## config.mk

```make
export PLATFORM = sky130hd
export DESIGN_NAME = fetch_unit
export DESIGN_NICKNAME = d
export VERILOG_FILES = /design/src/rtl/fetch_unit.sv
export SDC_FILE = /design/constraint.sdc
export NUM_CORES = 1
export LEC_CHECK = 0
export CORE_UTILIZATION = 48
export CTS_CLUSTER_DIAMETER = 120
export DETAILED_ROUTE_END_ITERATION = 10
export PLACE_DENSITY = 0.92
export SKIP_LAST_GASP = 1
export SLEW_MARGIN = 20
export SYNTH_ARGS = -nofsm -noshare
export SYNTH_HDL_FRONTEND = slang
export SYNTH_SLANG_ARGS = --single-unit
```

## constraint.sdc

```tcl
create_clock -name clk -period 3.6 [get_ports clk]
set_input_delay 0.36 -clock clk [delete_from_list [all_inputs] [get_ports clk]]
set_output_delay 0.36 -clock clk [all_outputs]
set_load 0.01 [all_outputs]
```

## src/rtl/fetch_unit.sv

```systemverilog
// Instruction fetch: one outstanding imem read, holds the fetched word until decode
// accepts it, and squashes in-flight or held work on a taken branch.
module fetch_unit #(
  parameter int AW = 8,
  parameter int IW = 16
) (
  input  logic          clk,
  input  logic          rst,
  output logic          imem_req,
  output logic [AW-1:0] imem_addr,
  input  logic          imem_ack,
  input  logic [IW-1:0] imem_rdata,
  input  logic          br_taken,
  input  logic [AW-1:0] br_target,
  input  logic          stall,
  output logic          if_valid,
  output logic [IW-1:0] if_instr,
  output logic [3:0]    if_opcode,
  output logic [AW-1:0] if_pc
);

  typedef enum logic [1:0] {
    IDLE  = 2'd0,
    FETCH = 2'd1,
    HOLD  = 2'd2,
    DRAIN = 2'd3
  } state_t;

  state_t          state_q, state_d;
  logic [AW-1:0]   pc_q, pc_d;
  logic [AW-1:0]   addr_q, addr_d;
  logic            req_q, req_d;
  logic            valid_q, valid_d;
  logic [IW-1:0]   instr_q, instr_d;
  logic [AW-1:0]   ipc_q, ipc_d;

  always_ff @(posedge clk) begin
    if (rst) begin
      state_q <= IDLE;
      pc_q    <= '0;
      addr_q  <= '0;
      req_q   <= 1'b0;
      valid_q <= 1'b0;
      instr_q <= '0;
      ipc_q   <= '0;
    end else begin
      state_q <= state_d;
      pc_q    <= pc_d;
      addr_q  <= addr_d;
      req_q   <= req_d;
      valid_q <= valid_d;
      instr_q <= instr_d;
      ipc_q   <= ipc_d;
    end
  end

  always_comb begin
    state_d = state_q;
    pc_d    = pc_q;
    addr_d  = addr_q;
    req_d   = req_q;
    valid_d = valid_q;
    instr_d = instr_q;
    ipc_d   = ipc_q;
    case (state_q)
      IDLE: begin
        // A redirect here is folded into the very first request.
        pc_d    = br_taken ? br_target : pc_q;
        addr_d  = br_taken ? br_target : pc_q;
        req_d   = 1'b1;
        state_d = FETCH;
      end
      FETCH: begin
        if (br_taken) begin
          pc_d = br_target;
          if (imem_ack) begin
            addr_d = br_target;
          end else begin
            state_d = DRAIN;
          end
        end else if (imem_ack) begin
          instr_d = imem_rdata;
          ipc_d   = addr_q;
          valid_d = 1'b1;
          pc_d    = pc_q + AW'(1);
          req_d   = 1'b0;
          state_d = HOLD;
        end
      end
      HOLD: begin
        if (br_taken) begin
          valid_d = 1'b0;
          pc_d    = br_target;
          addr_d  = br_target;
          req_d   = 1'b1;
          state_d = FETCH;
        end else if (!stall) begin
          valid_d = 1'b0;
          addr_d  = pc_q;
          req_d   = 1'b1;
          state_d = FETCH;
        end
      end
      DRAIN: begin
        // The stale request must complete before the redirected one is issued.
        if (br_taken) begin
          pc_d = br_target;
        end
        if (imem_ack) begin
          addr_d  = br_taken ? br_target : pc_q;
          state_d = FETCH;
        end
      end
      default: state_d = IDLE;
    endcase
  end

  assign imem_req  = req_q;
  assign imem_addr = addr_q;
  assign if_valid  = valid_q;
  assign if_instr  = instr_q;
  assign if_opcode = instr_q[IW-1:IW-4];
  assign if_pc     = ipc_q;

endmodule

```

### Power grid, run 1

The bar under the picture is 20 um long. Pins as bars on the die edge.
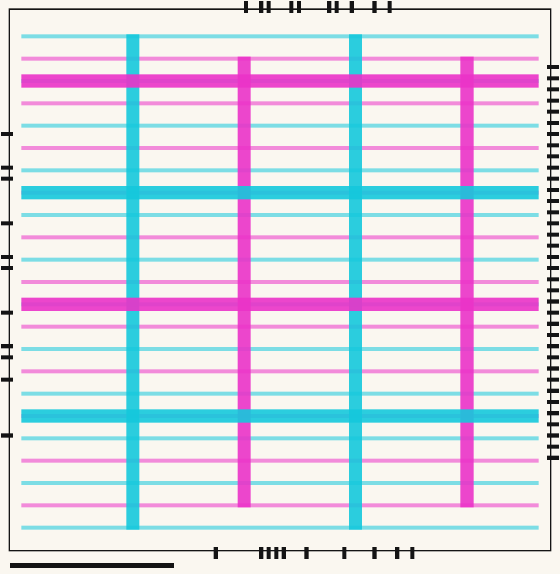
- cyan: VSS
- magenta: VDD
- met1 rails: 23
- met5 straps: 4
- signal pins: 67

### M2 wires, run 1

The bar under the picture is 20 um long.
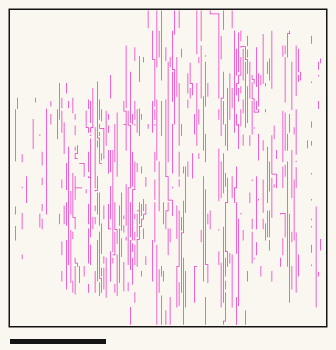
- main direction: vertical
- wire length on this layer: 2050 um
- longest straight run: 24.5 um
- nets with wire on the layer: 264

==> impl_metrics.env, run 1 <==
# flow metrics
export IMPL_cts_tree="built"
export IMPL_r2r_end="if_instr[2]"
export IMPL_layout_top_cell="clkdlybuf4s50_1"
export IMPL_ant_nets=0
export IMPL_clock_power_mw=0.388
export IMPL_hpwlAfterDp_um=3040
export IMPL_crit_buf_inv=2
export IMPL_p_comb_share_pct=16.1
export IMPL_cts_buffers=5
export IMPL_ys_cells=235
export IMPL_start_kind="input pin"
export IMPL_post_cts_setup_buffers=0
export IMPL_grt_pass1_vias=1665
export IMPL_tool_warnings=26
export IMPL_layout_nets=322
export IMPL_ys_dominant_reg_cell="dfxtp_1"
export IMPL_swShare_pct=25.62
export IMPL_crit_family="buffers and inverters"
export IMPL_cts_sinks=44
export IMPL_tns_ns=0
export IMPL_slew_viol_final=0
export IMPL_p_sw_mw=0.2825
export IMPL_powerComb_mw=0.177
export IMPL_logic_family="simple AND/OR/NAND/NOR gates"
export IMPL_insertion_delay_ns=0.30
export IMPL_power_leakage_nw=0.9911
export IMPL_ios=67
export IMPL_grt_pass1_wl_um=7314
export IMPL_most_common_layout_cells="clkdlybuf4s50_1 (66), nand2_1 (58), dfxtp_1 (44), a21oi_1 (30), nor2_1 (20)"
export IMPL_core_area_um2=3771
export IMPL_syn_area_um2=1952
export IMPL_reg2reg_from="state_q[0]"
export IMPL_crit_cells=6
export IMPL_cp_arrival_ns=2.06
export IMPL_min_from="if_pc[3]"
export IMPL_syn_inst=235
export IMPL_synth_simple_area_share_pct=22.18
export IMPL_p_seq_share_pct=48.7
export IMPL_syn_area_per_cell_um2=8.306
export IMPL_clock_power_share_pct=35.2
export IMPL_period_used_pct=51.75
export IMPL_nFillCells=307
export IMPL_reg2reg_slack_ns=1.93
export IMPL_grt_max_degree=29
export IMPL_finalClockSkew_ns=0.004770
export IMPL_hold_buffers=0
export IMPL_clkSlewWorstSetupHoldPaths_ns=0.09
export IMPL_root_buffer="clkbuf_8"
export IMPL_synthAoiAreaFrac_pct=17.63
export IMPL_die_area_um2=4326
export IMPL_power_top_group="sequential cells"
export IMPL_r2r_cells=4
export IMPL_layout_drive_gt1_share_pct=7.509
export IMPL_drt_total_wl_um=4334
export IMPL_p_int_mw=0.8201
export IMPL_cpPeakStageDelay_ns=0.45
export IMPL_h_tree_depth=2
export IMPL_fmax_ghz=0.5368
export IMPL_largest_area_cell="dfxtp_1"
export IMPL_power_density_nw_per_um2=409.5
export IMPL_wl_per_cell_um=12.71
export IMPL_min_period_ns=1.863
export IMPL_synth_top_cell_area_share_pct=45.13
export IMPL_synth_cell_types=36
export IMPL_vdd_ir_drop_max_v=0.0002063
export IMPL_yosys_warnings=0
export IMPL_status="finished clean"
export IMPL_fin_util_pct=71.40
export IMPL_xor_share_pct=2.692
export IMPL_hold_violations=0
export IMPL_die_w_um=65.77
export IMPL_setup_viol_count_final=0
export IMPL_ys_ff=44
export IMPL_via_per_inst=5.141
export IMPL_grt_util_all_layers_pct=22.17
export IMPL_rows=22
export IMPL_edf_count=0
export IMPL_hp_class="reg2reg"
export IMPL_num_antenna_cells=0
export IMPL_setup_worst_path_start="br_taken"
export IMPL_path_class="in2reg"
export IMPL_worstSetupEndpointType="register"
export IMPL_ys_seq_share_pct=45.13
export IMPL_async_reset_ff_share_pct=0
export IMPL_port_buffers=66
export IMPL_cts_resized=0
export IMPL_tightest_slew_ns=0.9565
export IMPL_grt_antenna_before_repair=0
export IMPL_mux_share_pct=4.167
export IMPL_drcViolationCount=0
export IMPL_fp_util_pct=51.76
export IMPL_cp_required_ns=3.80
export IMPL_clk_path_buf_depth=2
export IMPL_drt_iter0_drc=111
export IMPL_area_leaders="dfxtp_1 (45%), nand2_1 (11%), a21oi_1 (7.7%)"
export IMPL_fa_ha_area_share_pct=0.6410
export IMPL_p_total_mw=1.103
export IMPL_slew_headroom_pct=36.03
export IMPL_grt_setup_unrepaired="false"
### M3 wires, run 1

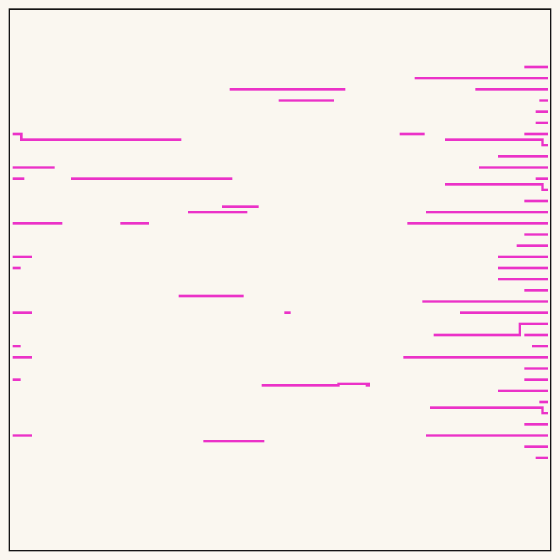
- share of all routed wire: 8.6%
- longest straight run: 19.3 um
- main direction: horizontal
- wire length on this layer: 371 um
- nets with wire on the layer: 53

## run 1: worst reg2reg max path: cells and delay by family (launching register included)
family	cells	cell delay, ns
flip-flops	1	0.60
AND-OR/OR-AND	1	0.07
AND/OR/NAND/NOR	3	0.86
## run 1: sequential cells by signal (all words and copies together), names as in the netlist
signal / flops
imem_req: 1
state_q: 2
if_valid: 1
if_pc: 8
pc_q: 8
imem_addr: 8
if_instr: 16
## run 1: Yosys cell counts, types with 2 or more instances
master,number
xnor2_1,2
a211oi_2,2
mux2i_1,7
nor3_1,4
nand2_1,58
inv_1,6
o21ai_0,7
dfxtp_1,44
nor2_1,20
clkbuf_1,7
buf_4,6
o21a_1,5
nand3_1,2
a311oi_1,5
buf_6,3
buf_2,4
a211oi_1,2
a21oi_1,30
xor2_1,4
## run 1: metal layers
layer	routed length, um	vias up	part of all wire (%)	GRT usage, %
met5	0	-	0	0
met3	371	7	8.6	7.241
met4	61	0	1.4	8.967
met2	2053	66	47	36.86
met1	1848	783	43	26.05
li1	-	897	-	-
## run 1: cell type report
cell class	instances	area, um^2	area share [%]
flip-flops and latches	44	880.8	32.71
inverters	6	22.52	0.8364
multi-input cells	165	923.4	34.29
clock buffers	5	68.82	2.556
repair buffers	70	690.7	25.65
clock inverters	3	46.29	1.719
well taps	48	60.06	2.230
## run 1: stage by stage
stage               area (um^2)  worst slack (ns)  std cells  hold WS [ns]
floorplan                  1952             2.196        235        0.4795
global placement           2577             1.469        333        0.4408
detailed placement         2577             1.412        333        0.4453
CTS                        2693             1.738        341        0.4578
global route               2693             1.563        341        0.4741
finish                     2693             1.737        341        0.4568
## run 1: kinds of logic after synthesis
kind of cell               Yosys count
buffers and inverters               26
adders and majority gates            1
and+or+nand+nor                     96
DFF                                 44
xor gates and xnor gates             6
AOI/OAI and AO/OA                   54
muxes                                8
--- run 2 (diff from run 1) ---
Settings changed: CORE_UTILIZATION 48 to 45, PLACE_DENSITY 0.92 to 0.87.
Clock period 3.6 ns to 1.9 ns, I/O delays scaled along.
### M2 wires, run 2

The bar under the picture is 20 um long.
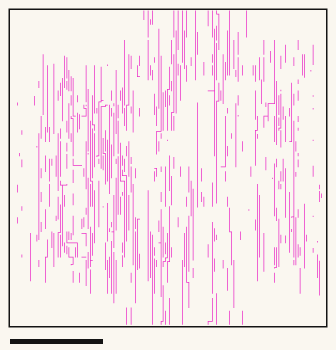
- share of all routed wire: 47%
- main direction: vertical
Detailed Route WL: 4354 um
Vias: 1758
grt met2 use: 35.52%

### M3 wires, run 2

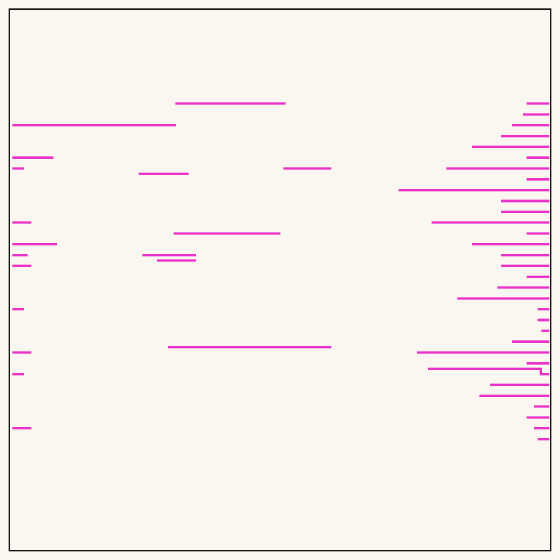
- nets with wire on the layer: 47
- main direction: horizontal
- share of all routed wire: 7.1%
- wire length on this layer: 309 um
- longest straight run: 20.2 um
met3 Usage GRT: 5.500%

==> run 2 against run 1 <==
Net effect:
- clock-buffer cell count is the same
- critical path depth is 2 lower
- hold slack worse by 0.014 ns
- first-iteration DRC count grew 3.6%
==> impl_metrics.env, run 2 <==
# flow metrics
export IMPL_design_area_um2=2736
export IMPL_grt_util_met1_pct=24.49
export IMPL_busiest_layer="met2"
export IMPL_finalClockSkew_ns=0.008490
export IMPL_wl_per_cell_um=12.66
export IMPL_syn_area_per_cell_um2=8.306
export IMPL_common_cells="nand2_1 (58), dfxtp_1 (44), a21oi_1 (30), nor2_1 (20)"
export IMPL_ios=67
export IMPL_slew_viol_final=0
export IMPL_h_tree_depth=2
export IMPL_most_common_layout_cells="clkdlybuf4s50_1 (66), nand2_1 (58), dfxtp_1 (44), a21oi_1 (30), nor2_1 (20)"
export IMPL_hold_violations=0
export IMPL_period_used_pct=84.27
export IMPL_placed_area_um2=2608
export IMPL_dp_cells=337
export IMPL_syn_inst=235
export IMPL_cts_tree="built"
export IMPL_rows=23
export IMPL_insertion_delay_ns=0.29
export IMPL_swShare_pct=23.30
export IMPL_grt_pass1_wl_um=7120
export IMPL_status="finished clean"
export IMPL_grt_max_degree=45
export IMPL_post_cts_setup_buffers=0
export IMPL_cp_required_ns=2.10
export IMPL_layout_nets=324
export IMPL_power_density_nw_per_um2=801.0
export IMPL_die_w_um=67.86
export IMPL_grt_antenna_before_repair=0
export IMPL_path_class="reg2reg"
export IMPL_clk_path_buf_depth=2
export IMPL_hpwlAfterDp_um=2914
export IMPL_cts_resized=0
export IMPL_grt_setup_unrepaired="false"
export IMPL_grt_util_all_layers_pct=20.44
export IMPL_ys_cells=235
export IMPL_layout_top_cell="clkdlybuf4s50_1"
export IMPL_via_per_inst=5.110
export IMPL_tns_ns=0
export IMPL_ys_seq_share_pct=45.13
export IMPL_fmax_ghz=0.6246
export IMPL_port_buffers=66
export IMPL_p_int_mw=1.681
export IMPL_p_sw_mw=0.5108
export IMPL_num_antenna_cells=0
export IMPL_path_cells="nand2_1, o22ai_4, nor2_1, a311oi_1"
export IMPL_drt_iter0_drc=115
export IMPL_area_leaders="dfxtp_1 (45%), nand2_1 (11%), a21oi_1 (7.7%)"
export IMPL_syn_area_um2=1952
export IMPL_ys_ff=44
export IMPL_powerComb_mw=0.343
export IMPL_yosys_warnings=0
export IMPL_slew_headroom_pct=67.75
export IMPL_setup_viol_count_final=0
export IMPL_cp_arrival_ns=1.80
export IMPL_edf_count=0
export IMPL_fp_nets=265
export IMPL_synth_top_cell_area_share_pct=45.13
export IMPL_power_leakage_nw=1.015
export IMPL_die_area_um2=4605
export IMPL_largest_area_cell="dfxtp_1"
export IMPL_tightest_slew_ns=0.4831
export IMPL_root_buffer="clkbuf_8"
export IMPL_grt_pass1_vias=1589
export IMPL_drcViolationCount=0
export IMPL_layout_drive_gt1_share_pct=7.823
export IMPL_largest_reg_flops=16
### Power grid, run 2

The bar under the picture is 20 um long. Pins as bars on the die edge.
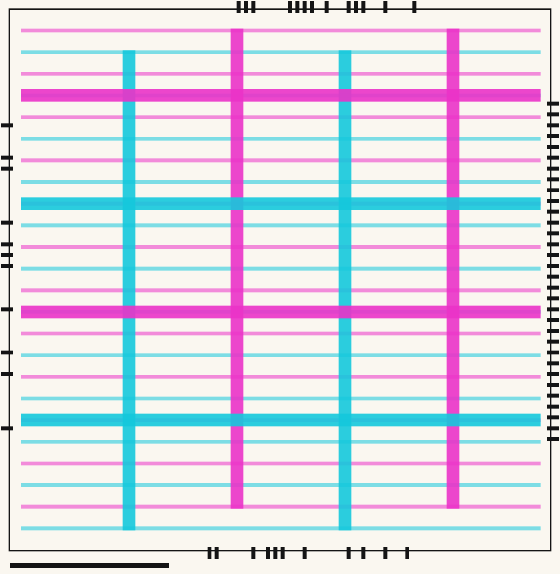
- magenta: VDD
- cyan: VSS
- met4 straps: 4
- met5 straps: 4
- met1 rails: 24
- rows: 23
core area: 4086 um^2
Peak VDD IR: 0.0005803 V

[run 2: cell counts after synthesis]
No cell type changed its count.
[run 2: cell type report]
| cell class | instances | area (um^2) |
|---|---|---|
| multi-input cells | 165 | 923.4 |
| inverters | 6 | 22.52 |
| repair buffers | 72 | 718.2 |
| fillers | 344 | 1350 |
| clock buffers | 5 | 68.82 |
| flip-flops and latches | 44 | 880.8 |
| well taps | 50 | 62.56 |
| clock inverters | 2 | 60.06 |
[run 2: path summary, 6_finish.rpt]
kind                       start           end  slack [ns]  cells past startpoint
setup / recovery      state_q[0]  imem_addr[4]        0.30                      4
hold / removal    imem_rdata[12]  if_instr[12]        0.44                      3
setup reg to reg      state_q[0]  imem_addr[4]        0.30                      4
hold reg to reg      if_instr[5]   if_instr[5]        0.46                      2
[run 2: critical path, delay by kind of cell (launching register included)]
family,cells,cell delay (ns)
compound gates,2,0.63
flops,1,0.63
simple gates,2,0.25
[run 2: metal layers]
| metal | up-vias | routed length, um |
|---|---|---|
| li1 | 898 | - |
| met1 | 803 | 1961 |
| met2 | 53 | 2062 |
| met3 | 4 | 308 |
| met4 | 0 | 21 |
| met5 | - | 0 |
[run 2: logic make-up after synthesis]
logic type,Yosys count,synth area share [%]
buffers and inverters,26,7.564
XOR/XNOR,6,2.692
multiplexers,8,4.167
flip-flops,44,45.13
adder cells (fa/ha/maj),1,0.6409
AND/OR/NAND/NOR,96,22.18
AND-OR/OR-AND,54,17.63
[run 2: per-stage QoR]
stage,power (mW),utilization [%],hold WS [ns],setup slack (ns)
after floorplan,1.219,-,0.3260,0.4960
after global placement,1.374,63.81,0.4409,0.1524
after detailed placement,1.382,63.81,0.4465,0.09874
after CTS,2.203,66.96,0.4391,0.2937
after global routing,2.280,66.96,0.4411,0.1651
final,2.192,66.96,0.4424,0.2989
--- run 3 (diff from run 2) ---
Settings changed: CORE_UTILIZATION 45 to 40, PLACE_DENSITY 0.87 to 0.83.
Clock period 1.9 ns to 1.3 ns, I/O delays scaled along.
### M3 wires, run 3

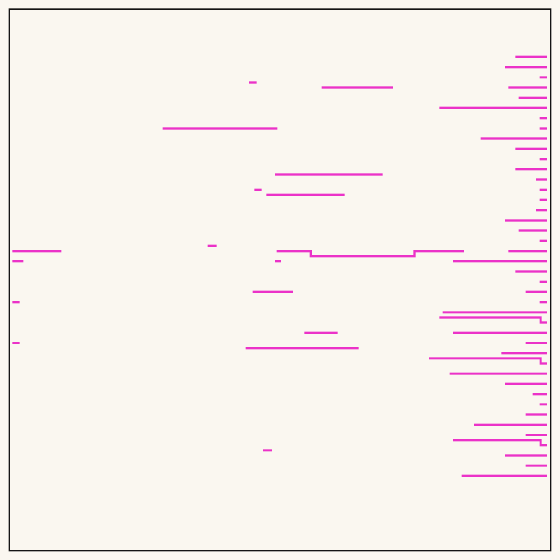
- wire length on this layer: 330 um
- main direction: horizontal

### M2 wires, run 3

The bar under the picture is 20 um long.
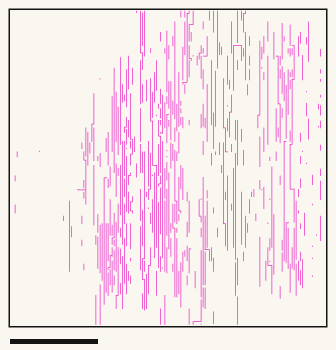
grt met2 use: 32.29%
Vias: 1807
Detailed Route WL: 4672 um

==> run 3 against run 2 <==
Net effect:
- the run now ends with negative setup slack left
- fmax grew 20%
- sequential cell count is the same
- final area grew 6.6%
- clock power grew 6.0%
- critical path depth is the same
- cell count grew 9.0%
- global-route usage shrank 2.7 points
- synthesized cell count is the same
- area after synthesis is the same
- register-to-register slack lost 0.34 ns
- highest routed layer unchanged
==> impl_metrics.env, run 3 <==
# flow metrics
export IMPL_p_total_mw=2.916
export IMPL_highest_layer="met4"
export IMPL_busiest_layer="met2"
export IMPL_grt_pass1_vias=1672
export IMPL_start_kind="register"
export IMPL_cts_sinks=44
export IMPL_grt_setup_unrepaired="true"
export IMPL_cp_arrival_ns=1.52
export IMPL_pre_cts_slack_ns=-0.3785
export IMPL_most_common_layout_cells="nand2_1 (58), dfxtp_1 (42), a21oi_1 (30), clkdlybuf4s50_1 (27), dlymetal6s2s_1 (20)"
export IMPL_hp_class="in2reg"
export IMPL_period_used_pct=102.9
export IMPL_hold_buffers=0
export IMPL_setup_viol_count_final=6
export IMPL_fp_util_pct=41.32
export IMPL_logic_family="simple AND/OR/NAND/NOR gates"
export IMPL_met3_usage_pct=6.188
export IMPL_common_cells="nand2_1 (58), dfxtp_1 (44), a21oi_1 (30), nor2_1 (20)"
export IMPL_layout_top_cell="nand2_1"
export IMPL_ff_latch_area_um2=885.9
export IMPL_port_buffers=66
export IMPL_die_w_um=71.86
export IMPL_area_leaders="dfxtp_1 (45%), nand2_1 (11%), a21oi_1 (7.7%)"
export IMPL_mux_share_pct=4.167
export IMPL_stdcell_count=375
export IMPL_cp_required_ns=1.48
export IMPL_yosys_warnings=0
export IMPL_layout_nets=337
export IMPL_grt_antenna_before_repair=0
export IMPL_ys_ff=44
export IMPL_rows=25
export IMPL_synthAoiAreaFrac_pct=17.63
export IMPL_path_max_fanout=8
export IMPL_power_leakage_nw=1.513
export IMPL_grt_pass1_wl_um=7169
export IMPL_min_period_ns=1.338
export IMPL_grt_util_all_layers_pct=17.69
export IMPL_synth_cell_types=36
export IMPL_slew_viol_final=0
export IMPL_worstSetupEndpointType="register"
export IMPL_fa_ha_area_share_pct=0.6410
export IMPL_h_tree_depth=2
export IMPL_via_per_inst=4.819
export IMPL_wl_per_cell_um=12.46
export IMPL_hpwlAfterDp_um=3165
export IMPL_grt_max_degree=31
export IMPL_path_class="reg2reg"
export IMPL_synthToLayoutAreaGrowth_pct=49.42
export IMPL_insertion_delay_ns=0.29
export IMPL_gp_congestion=0.7620
export IMPL_yosys_stat_area_um2=1952
export IMPL_synth_top_cell_area_share_pct=45.13
export IMPL_die_h_um=71.86
export IMPL_power_density_nw_per_um2=999.7
export IMPL_fin_util_pct=61.75
export IMPL_largest_area_cell="dfxtp_1"
export IMPL_cts_buffers=5
export IMPL_grt_util_met1_pct=18.84
export IMPL_first_pass_iters=4
export IMPL_syn_area_um2=1952
export IMPL_placed_area_um2=2704
export IMPL_synthMostInstantiatedCell="nand2_1"
export IMPL_largest_reg_flops=16
export IMPL_ys_dominant_reg_cell="dfxtp_1"
export IMPL_die_area_um2=5163
export IMPL_edf_count=0
export IMPL_num_antenna_cells=0
export IMPL_ys_seq_share_pct=45.13
export IMPL_setup_slack_ns=-0.03827
export IMPL_xor_share_pct=2.692
export IMPL_ant_nets=0
export IMPL_syn_inst=235
export IMPL_ys_cells=235
export IMPL_drt_iter0_drc=136
export IMPL_maxCapViolCount=0
export IMPL_design_area_um2=2917
export IMPL_core_area_um2=4723
export IMPL_synth_simple_area_share_pct=22.18
export IMPL_async_reset_ff_share_pct=0
export IMPL_slew_headroom_pct=82.83
export IMPL_cts_tree="built"
export IMPL_nFillCells=382
export IMPL_hold_violations=0
export IMPL_tool_warnings=29
export IMPL_status="complete, but fails checks"
export IMPL_syn_area_per_cell_um2=8.306
export IMPL_violations="negative setup slack"
export IMPL_vdd_ir_drop_max_v=0.0004631
export IMPL_clk_path_buf_depth=2
export IMPL_root_buffer="clkbuf_8"
export IMPL_final_comb_area_um2=968.4
export IMPL_fmax_ghz=0.7472
export IMPL_drcViolationCount=0
export IMPL_ios=67
export IMPL_layout_drive_gt1_share_pct=14.94
export IMPL_tightest_slew_ns=0.2549
export IMPL_wl_met2_um=2286
export IMPL_dp_cells=362
export IMPL_grt_overflow_total=0
export IMPL_fp_nets=265
export IMPL_clkSlewWorstSetupHoldPaths_ns=0.08
export IMPL_met1_length_um=1981
export IMPL_met3_length_um=330
### Clock wiring as the flow saved it, run 3

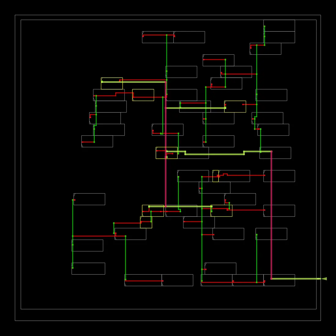
Final Skew: 0.004836 ns
FFs & Latches: 44
P_clk: 0.879 mW

## run 3: cell count changes in the layout (fill, tap and decap cells not counted), sizes merged
cell / delta
buf: +13
clkbuf: +2
clkinvlp: +1
bufinv: -2
dlymetal6s2s: +20
clkdlybuf4s50: -39
dlygate4sd2: +19
## run 3: path summary, 6_finish.rpt
path	from	endpoint	slack (ns)	cells after the start
worst max-delay path	state_q[1]	imem_addr[1]	-0.04	4
worst min-delay path	imem_rdata[12]	if_instr[12]	0.38	3
worst max register to register	state_q[1]	imem_addr[1]	-0.04	4
worst min register to register	if_instr[10]	if_instr[10]	0.45	2
## run 3: worst max-delay path: stages, from the launching register on
cell      delay (ns)
dfxtp_4         0.39
and2b_4         0.22
nor2_4          0.24
mux2i_2         0.28
a211oi_2        0.09
## run 3: power breakdown
group / switching, mW / internal, mW
Clock: 0.447 / 0.432
Sequential: 0.0625 / 1.42
Combinational: 0.254 / 0.300
## run 3: repair_timing
action / CTS / global route
setup endpoints to repair: 54 / 53
hold endpoints to repair: 0 / 0
pin swaps: 7 / 4
gates resized: 27 / 28
buffers inserted: 4 / 1
cloned: 0 / 0
## run 3: cell type report
class | instances | share of cell area [%]
sequential | 44 | 30.37
clock buffer | 7 | 2.960
clock inverter | 1 | 0.2574
multi-input combinational | 165 | 33.20
inverter | 6 | 0.7722
timing repair buffer | 85 | 29.56
tap | 67 | 2.874
## run 3: through the flow
step           TNS (ns)  hold slack (ns)
6_report        -0.1149           0.3806
5_1_grt          -2.131           0.3741
4_1_cts        -0.05418           0.3847
3_5_place_dp     -10.54           0.4457
3_3_place_gp     -9.154           0.4377
2_1_floorplan   -0.6023           0.2705

==> screenshots <==
Metal layers overlaid.
The bar under the picture is 20 um long. Only two layers are drawn.
shot_01.png
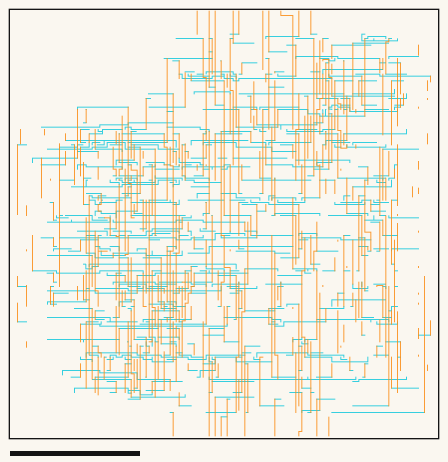
shot_02.png
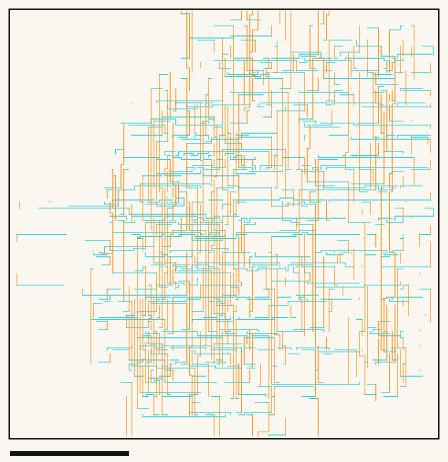
| picture | from |
|---|---|
| shot_01.png | run 1 |
| shot_02.png | run 3 |
Of these, largest die: shot_02.png

Key to shot_02.png:
- cyan: met1 (wire length 1980 um)
- orange: met2 (wire length 2290 um)

Power and IR drop assume default switching activity.
